`config.mk`:
```
export PLATFORM = sky130hd
export DESIGN_NAME = regfile_rw
export DESIGN_NICKNAME = d
export VERILOG_FILES = /design/src/rtl/regfile_rw.sv
export SDC_FILE = /design/constraint.sdc
export NUM_CORES = 1
export LEC_CHECK = 0
export CAP_MARGIN = 40
export CORE_ASPECT_RATIO = 1.1
export CORE_MARGIN = 2
export CORE_UTILIZATION = 40
export DETAILED_ROUTE_END_ITERATION = 12
export PLACE_DENSITY = 0.66
export SYNTH_ARGS = -nofsm -noshare
export SYNTH_HDL_FRONTEND = slang
export SYNTH_SLANG_ARGS = --single-unit
```
`constraint.sdc`:
```
create_clock -name clk -period 10.35 [get_ports clk]
set_clock_uncertainty 0.15 [all_clocks]
set_input_delay 1.035 -clock clk [delete_from_list [all_inputs] [get_ports clk]]
set_output_delay 1.035 -clock clk [all_outputs]
set_load 0.02 [all_outputs]
```
`src/rtl/regfile_rw.sv`:
```
// 8 x 32-bit register file for the multi-cycle core: decodes operand registers in
// phase r and commits ALU writeback plus PUSH/POP stack-pointer adjustment in phase w.
module regfile_rw #(
    parameter int          SP_IDX  = 4,
    parameter logic [31:0] SP_INIT = 32'h0000_FFFC,
    parameter logic [31:0] SP_STEP = 32'd4
) (
    input  logic        clk,
    input  logic        rst,
    input  logic [4:0]  phase,
    input  logic [31:0] ir,
    input  logic [1:0]  we,
    input  logic [2:0]  wa,
    input  logic [31:0] wd,
    output logic [2:0]  ra1,
    output logic [2:0]  ra2,
    output logic [31:0] rd1,
    output logic [31:0] rd2,
    output logic [31:0] sp
);

    localparam logic [2:0] SP_ADDR = 3'(SP_IDX);

    logic [31:0] regs      [0:7];
    logic [31:0] regs_next [0:7];

    logic       is_push;
    logic       is_pop;
    logic [2:0] dec_ra1;
    logic [2:0] dec_ra2;

    assign is_push = (ir[31:27] == 5'b01010);
    assign is_pop  = (ir[31:27] == 5'b01011);
    assign dec_ra1 = (is_push || is_pop) ? SP_ADDR   : ir[21:19];
    assign dec_ra2 = (is_push || is_pop) ? ir[26:24] : ir[18:16];

    // SP adjust first, then the data write, so a write to SP overrides the adjust.
    always_comb begin
        regs_next = regs;
        if (phase[4]) begin
            if (is_push) begin
                regs_next[SP_ADDR] = regs[SP_ADDR] - SP_STEP;
            end else if (is_pop) begin
                regs_next[SP_ADDR] = regs[SP_ADDR] + SP_STEP;
            end
            case (we)
                2'b01, 2'b11: regs_next[wa] = wd;
                2'b10:        regs_next[wa][15:0] = wd[15:0];
                default:      ;
            endcase
        end
    end

    always_ff @(posedge clk or posedge rst) begin
        if (rst) begin
            for (int i = 0; i < 8; i++) begin
                regs[i] <= (i == SP_IDX) ? SP_INIT : 32'h0;
            end
        end else begin
            regs <= regs_next;
        end
    end

    // Operand latches read the array as it was before any same-edge writeback.
    always_ff @(posedge clk or posedge rst) begin
        if (rst) begin
            ra1 <= 3'h0;
            ra2 <= 3'h0;
            rd1 <= 32'h0;
            rd2 <= 32'h0;
        end else if (phase[1]) begin
            ra1 <= dec_ra1;
            ra2 <= dec_ra2;
            rd1 <= regs[dec_ra1];
            rd2 <= regs[dec_ra2];
        end
    end

    assign sp = regs[SP_ADDR];

endmodule

```
==> impl_metrics.csv <==
group,metric,value,unit
run_status,status,"finished, final reports clean",
cells_and_area,stdcell_count,2260,
floorplan,die_h,226,µm
setup_path,reg2reg_depth,5,
power,p_comb,0.00101,W
yosys,ys.flops,326,
setup_path,r2r-end,"sp[26]",
cells_and_area,syn2layout_area_growth,17.6,%
global_route,grt_first_pass_wirelength,87500,µm
setup_path,crit_top_cell,"buf_4",
min_path,hold_path_class,"reg2reg",
global_route,antenna_found_initial,4,
min_path,whs_path_depth,1,
cts,postCtsSetupBuffers,0,
floorplan,die-area,0.0465,mm²
sta,finalCritPeriodShare,43.2,%
placed_design,preCtsSetupSlack,5.38,ns
yosys,flop_cell,"dfrtp_1",
sta,clock.fmax,224,MHz
cts,clk_pin_slew_worst_paths,0.06,ns
floorplan,floorplan.core_util,40.4,%
## cell families after synthesis
logic type / synth area share (%)
AND/OR/NAND/NOR: 11.4
AND-OR/OR-AND: 15.1
multiplexers: 22.7
flip-flops: 45.6
buffers and inverters: 5.04
adder cells (fa/ha/maj): 0.140
XOR/XNOR: 0.0489
## worst reg2reg max path, cell delays in order, from the launching register on
cell	delay [ns]
dfstp_2	0.45
nor4_2	0.58
nand4_1	0.25
nor3_1	0.53
a32oi_1	0.24
mux2_1	0.35
## per-layer routing
layer	GRT usage, %	share of wire [%]	vias to the layer above
met1	32.4	41	7175
met3	4.60	7.1	138
met5	0	0.042	-
li1	-	-	6101
met2	40.5	48	611
met4	11.7	4.3	4
## registers in the layout, indices dropped and copies added (netlist names)
register	cells
ra1	3
ra2	3
rd1	32
rd2	32
regs	224
sp	32
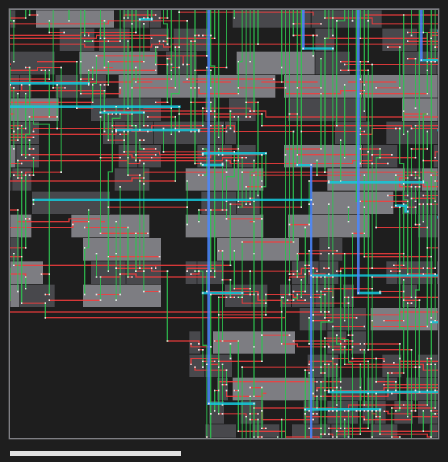
detail.png
Bar = 20 µm. Region (26, 31) to (76, 81) µm. Cells in gray, sequential cells in the stronger gray; small squares are vias.
- red: metal 1
- blue: metal 4
- cyan: metal 3
- green: metal 2
- netlist names of flops here include: `regs` (14), `sp` (5)
- most frequent: dfrtp_1 (16), mux2_2 (14), nand2_1 (12)
- cells with their middle in the window: 115
- sequential cells in the window: 21

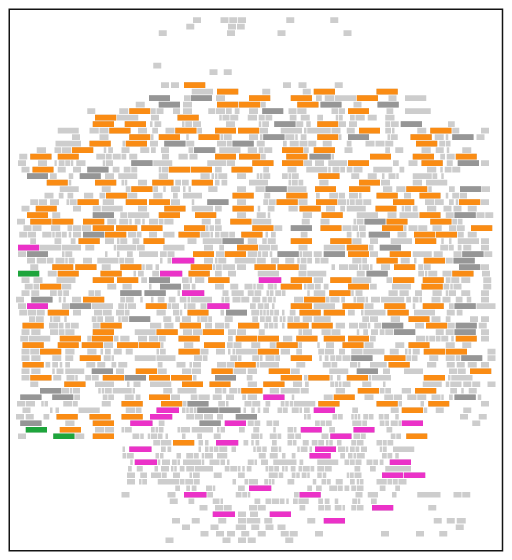
flops_by_reg.png
- green: `ra2` (flops 3)
- orange: `regs` (flops 224)
- magenta: `sp` (flops 32)
- not colored: 67

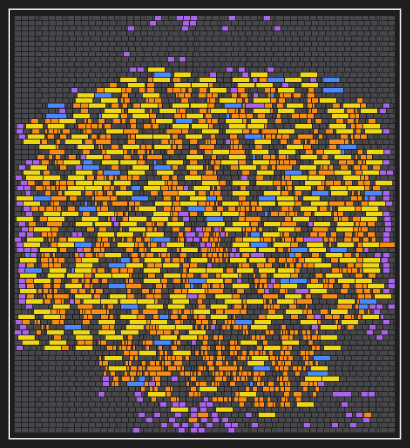
placement_by_type.png
Fill, decap, tap and diode cells in gray.
- blue: clock drivers and dummy loads (cells 66; share of their area 6.2%)
- orange: combinational and other logic (cells 1091; share of their area 44%)
- yellow: sequential cells (cells 326; share of their area 40%)
- purple: remaining buffers and delay cells (cells 194; share of their area 9.6%)
Final Cell Area: 0.0211 mm²
Final Util: 47.5%

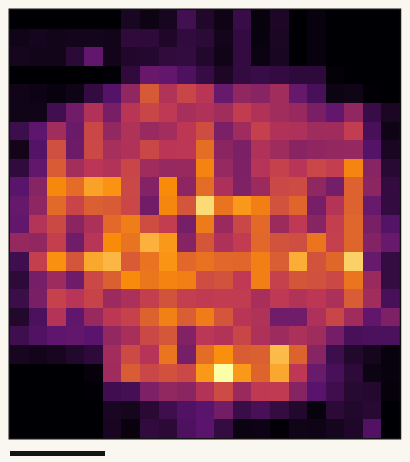
metal_density.png
Bar = 50 µm. 21 x 23 tiles, from black (low) to pale yellow (high), scaled to the fullest tile. Values are wire area over tile area, all layers added.
- tiles over half the peak: 29%
- densest ninth of the die: center
- mean over tiles: 0.20

Power and IR drop assume default switching activity.
